### config.mk
export PLATFORM = sky130hd
export DESIGN_NAME = stitch_pipeline_out_buffer
export DESIGN_NICKNAME = d
export VERILOG_FILES = /design/src/rtl/stitch_pipeline_out_buffer.sv
export SDC_FILE = /design/constraint.sdc
export NUM_CORES = 1
export LEC_CHECK = 0
export ABC_AREA = 1
export CAP_MARGIN = 15
export CORE_MARGIN = 2
export CORE_UTILIZATION = 25
export CTS_CLUSTER_SIZE = 24
export DETAILED_ROUTE_END_ITERATION = 8
export DONT_BUFFER_PORTS = 1
export SLEW_MARGIN = 30
export SYNTH_ARGS = -nofsm -noshare
export SYNTH_HDL_FRONTEND = slang
export SYNTH_SLANG_ARGS = --single-unit
### constraint.sdc
create_clock -name clk -period 4.2 [get_ports clk]
set_input_delay 0.84 -clock clk [delete_from_list [all_inputs] [get_ports clk]]
set_output_delay 0.84 -clock clk [all_outputs]
set_load 0.02 [all_outputs]
### src/rtl/stitch_pipeline_out_buffer.sv
// Output buffer for a stall-free stitched pipeline: valid tracking, credit-limited issue and a result FIFO.
// Optional STITCH_OUT_BUF_BYPASS_EN: an empty FIFO forwards pipe_out to out_data in the same cycle.
module stitch_pipeline_out_buffer #(
    parameter int DATA_WIDTH = 32,
    parameter int LATENCY    = 2,
    parameter int DEPTH      = 4
) (
    input  logic                  clk,
    input  logic                  rst,
    input  logic                  in_valid,
    output logic                  in_ready,
    input  logic [DATA_WIDTH-1:0] pipe_out,
    output logic                  out_valid,
    input  logic                  out_ready,
    output logic [DATA_WIDTH-1:0] out_data
);
    localparam int PTR_W = (DEPTH > 1) ? $clog2(DEPTH) : 1;
    localparam int CNT_W = $clog2(DEPTH + 1);
    localparam logic [CNT_W-1:0] FULL_CNT = CNT_W'(DEPTH);
    localparam logic [PTR_W-1:0] LAST_PTR = PTR_W'(DEPTH - 1);

    logic [LATENCY-1:0]    vld;
    logic [CNT_W-1:0]      inflight_cnt;
    logic [CNT_W-1:0]      fifo_cnt;
    logic [CNT_W-1:0]      occ;
    logic [PTR_W-1:0]      wr_ptr;
    logic [PTR_W-1:0]      rd_ptr;
    logic [DATA_WIDTH-1:0] mem [DEPTH];
    logic                  accept;
    logic                  push;
    logic                  write;
    logic                  pop;
    logic                  fifo_nonempty;

    function automatic logic [PTR_W-1:0] next_ptr(input logic [PTR_W-1:0] p);
        return (p == LAST_PTR) ? '0 : p + PTR_W'(1);
    endfunction

    // Handshakes: a transfer happens on a rising edge where valid && ready; valid never
    // depends on ready, and in_ready depends only on registered counts (plus rst).
    assign occ           = inflight_cnt + fifo_cnt;
    assign in_ready      = !rst && (occ < FULL_CNT);
    assign accept        = in_valid && in_ready;
    assign push          = vld[LATENCY-1];
    assign fifo_nonempty = (fifo_cnt != '0);
    assign pop           = !rst && fifo_nonempty && out_ready;

`ifdef STITCH_OUT_BUF_BYPASS_EN
    // A result landing on an empty FIFO with the consumer ready is handed over directly.
    assign write     = push && !(!fifo_nonempty && out_ready);
    assign out_valid = !rst && (fifo_nonempty || push);
    assign out_data  = fifo_nonempty ? mem[rd_ptr] : pipe_out;
`else
    assign write     = push;
    assign out_valid = !rst && fifo_nonempty;
    assign out_data  = mem[rd_ptr];
`endif

    always_ff @(posedge clk) begin
        if (rst) begin
            vld          <= '0;
            inflight_cnt <= '0;
            fifo_cnt     <= '0;
            wr_ptr       <= '0;
            rd_ptr       <= '0;
        end else begin
            vld <= LATENCY'({vld, accept});
            case ({accept, push})
                2'b10:   inflight_cnt <= inflight_cnt + CNT_W'(1);
                2'b01:   inflight_cnt <= inflight_cnt - CNT_W'(1);
                default: inflight_cnt <= inflight_cnt;
            endcase
            case ({write, pop})
                2'b10:   fifo_cnt <= fifo_cnt + CNT_W'(1);
                2'b01:   fifo_cnt <= fifo_cnt - CNT_W'(1);
                default: fifo_cnt <= fifo_cnt;
            endcase
            if (write) wr_ptr <= next_ptr(wr_ptr);
            if (pop)   rd_ptr <= next_ptr(rd_ptr);
        end
    end

    always_ff @(posedge clk) begin
        if (write) mem[wr_ptr] <= pipe_out;
    end

`ifndef SYNTHESIS
    // Credits bound occupancy, so a write into a full FIFO without a matching pop is a bug.
    always_ff @(posedge clk) begin
        if (!rst) assert (!(write && !pop && (fifo_cnt == FULL_CNT)));
    end
`endif
endmodule

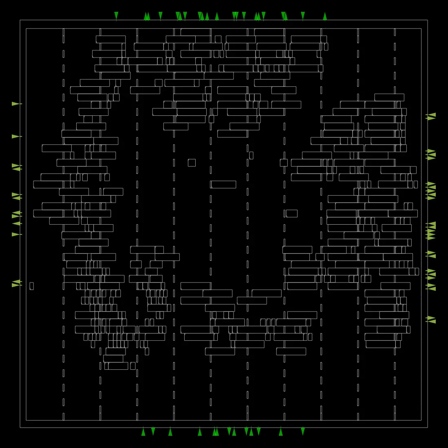
(cell placement)
Finished Layout Cells: 709
# fillers: 2194

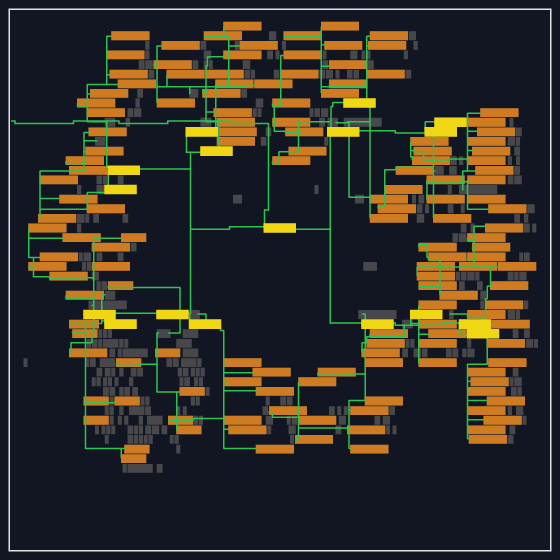
(clock distribution)
[yellow] cells driving clock nets | count: 17
[orange] flip-flops | count: 142
[green] clock wires | length: 1720 µm
routed clock nets: 18

==> impl_metrics.env <==
# flow metrics
export IMPL_initial_utilization_pct=25.4
export IMPL_p_seq_mw=1.60
export IMPL_grt_use_total_pct=10.3
export IMPL_whs_ns=0.412
export IMPL_place_gp_congestion=0.679
export IMPL_insertion_delay_ns=0.40
export IMPL_min_period_ns=3.24
export IMPL_maxSlewViolCount=0
export IMPL_p_leak_nw=2.17
export IMPL_cts_made_buffers=17
export IMPL_top_area_share_pct=69.4
export IMPL_setup_viol_count_final=0
export IMPL_p_switching_mw=0.807
export IMPL_preCtsSetupSlack_ns=1.35
export IMPL_critPathMaxStageDelay_ns=0.53
export IMPL_rows=54
export IMPL_dieArea_mm2=0.0233
export IMPL_met1_usage_pct=11.4
export IMPL_critPathSlowestCell="inv_2"
export IMPL_grt_util_met3_pct=3.95
export IMPL_grt_max_degree=65
export IMPL_coreArea_mm2=0.0218
export IMPL_arrival_ns=2.40
export IMPL_lay_top_count="edfxtp_1"
export IMPL_power_frac_seq_pct=46.5
export IMPL_simple_gate_area_share_pct=7.59
export IMPL_top_usage_layer="met2"
export IMPL_layout_nets=462
export IMPL_outcome="finished, final reports clean"
export IMPL_holdCritPathClass="reg -> reg"
export IMPL_hold_viol_final=0
export IMPL_drive_gt1_share_pct=9.32
export IMPL_ios=70
export IMPL_synth_adder_area_share_pct=2.53
export IMPL_p_int_mw=2.63
export IMPL_fin_ws_ns=0.958
export IMPL_p_clk_mw=1.59
export IMPL_yosysTopAreaCell="edfxtp_1"
export IMPL_drtIter0Drc=182
export IMPL_ys_flops=142
export IMPL_post_cts_buffers=0
export IMPL_cts_tree="yes"
export IMPL_r2r_start="fifo_cnt[1]"
export IMPL_area_leaders="edfxtp_1 69%, dfxtp_1 5.1%, nor2_1 4.9%, o21ai_0 3.7%, o22ai_1 3.6%"
export IMPL_routed_via_count=3142
export IMPL_grt_setup_unrepaired="no"
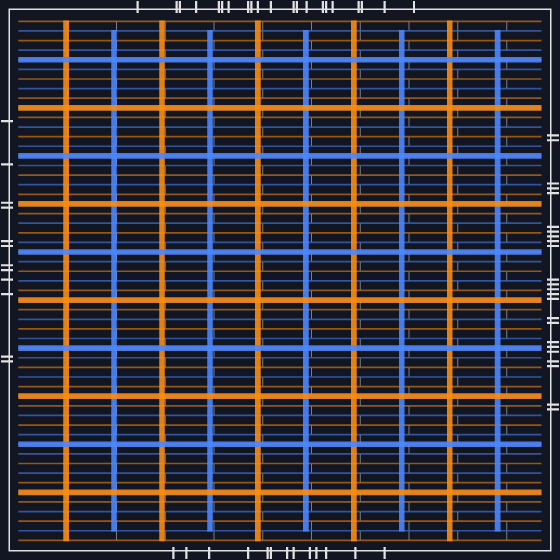
(supply network)
Pins as bars on the die edge. Tap cells in gray.
[orange] VSS
[blue] VDD
rows: 54
tap cells: 280
met1 rails: 55
signal pins: 70
met5 straps: 10
die width: 153 µm
Die Y: 153 µm

-- sequential cells by signal, indices dropped and copies added (netlist names), named ones only --
| register | flops |
|---|---|
| mem | 128 |
| rd_ptr | 2 |
| wr_ptr | 2 |
| fifo_cnt | 3 |
| vld | 2 |
| inflight_cnt | 3 |
-- logic make-up after synthesis --
logic type | after synthesis
simple gates | 108
fa+ha+maj | 10
buf+inv | 48
flops | 142
compound gates | 107
-- worst min path at each step --
| stage | depth (start not counted) | startpoint | slack, ns | to |
|---|---|---|---|---|
| final | 2 | vld[0] | 0.41 | vld[1] |
| after global routing | 2 | vld[0] | 0.43 | vld[1] |
| after CTS | 2 | vld[0] | 0.41 | vld[1] |
| after detailed placement | 2 | vld[0] | 0.39 | vld[1] |
| after global placement | 2 | vld[0] | 0.40 | vld[1] |
| after floorplan | 2 | vld[0] | 0.39 | vld[1] |
-- synthesized netlist by cell type (all sizes together) --
| cell | n |
|---|---|
| edfxtp | 128 |
| o22ai | 32 |
| nor2 | 72 |
| dfxtp | 14 |
| ha | 8 |
| nand4 | 1 |
| fa | 2 |
| clkbuf | 1 |
| inv | 28 |
| buf | 19 |
| nand2 | 25 |
| a21oi | 6 |
| nand3 | 9 |
| nor3 | 1 |
| o21ai | 69 |
-- cell type report --
cell class,instances,area [µm²]
clock buffer,17,425
clock inverter,15,211
fill,2194,15400
inverter,28,113
multi-input combinational,225,1140
sequential,142,4130
tap,280,350
timing repair buffer,2,15.0
-- routing by layer --
layer | vias to the layer above | part of all wire, %
li1 | 1508 | -
met1 | 1552 | 41
met2 | 73 | 52
met3 | 9 | 6.1
met4 | 0 | 1.0
met5 | - | 0
-- worst max-delay path: cells and delay by family (launching register included) --
kind	cells	cell delay (ns)
buffers and inverters	2	0.83
AND-OR/OR-AND	2	0.66
flip-flops	1	0.48
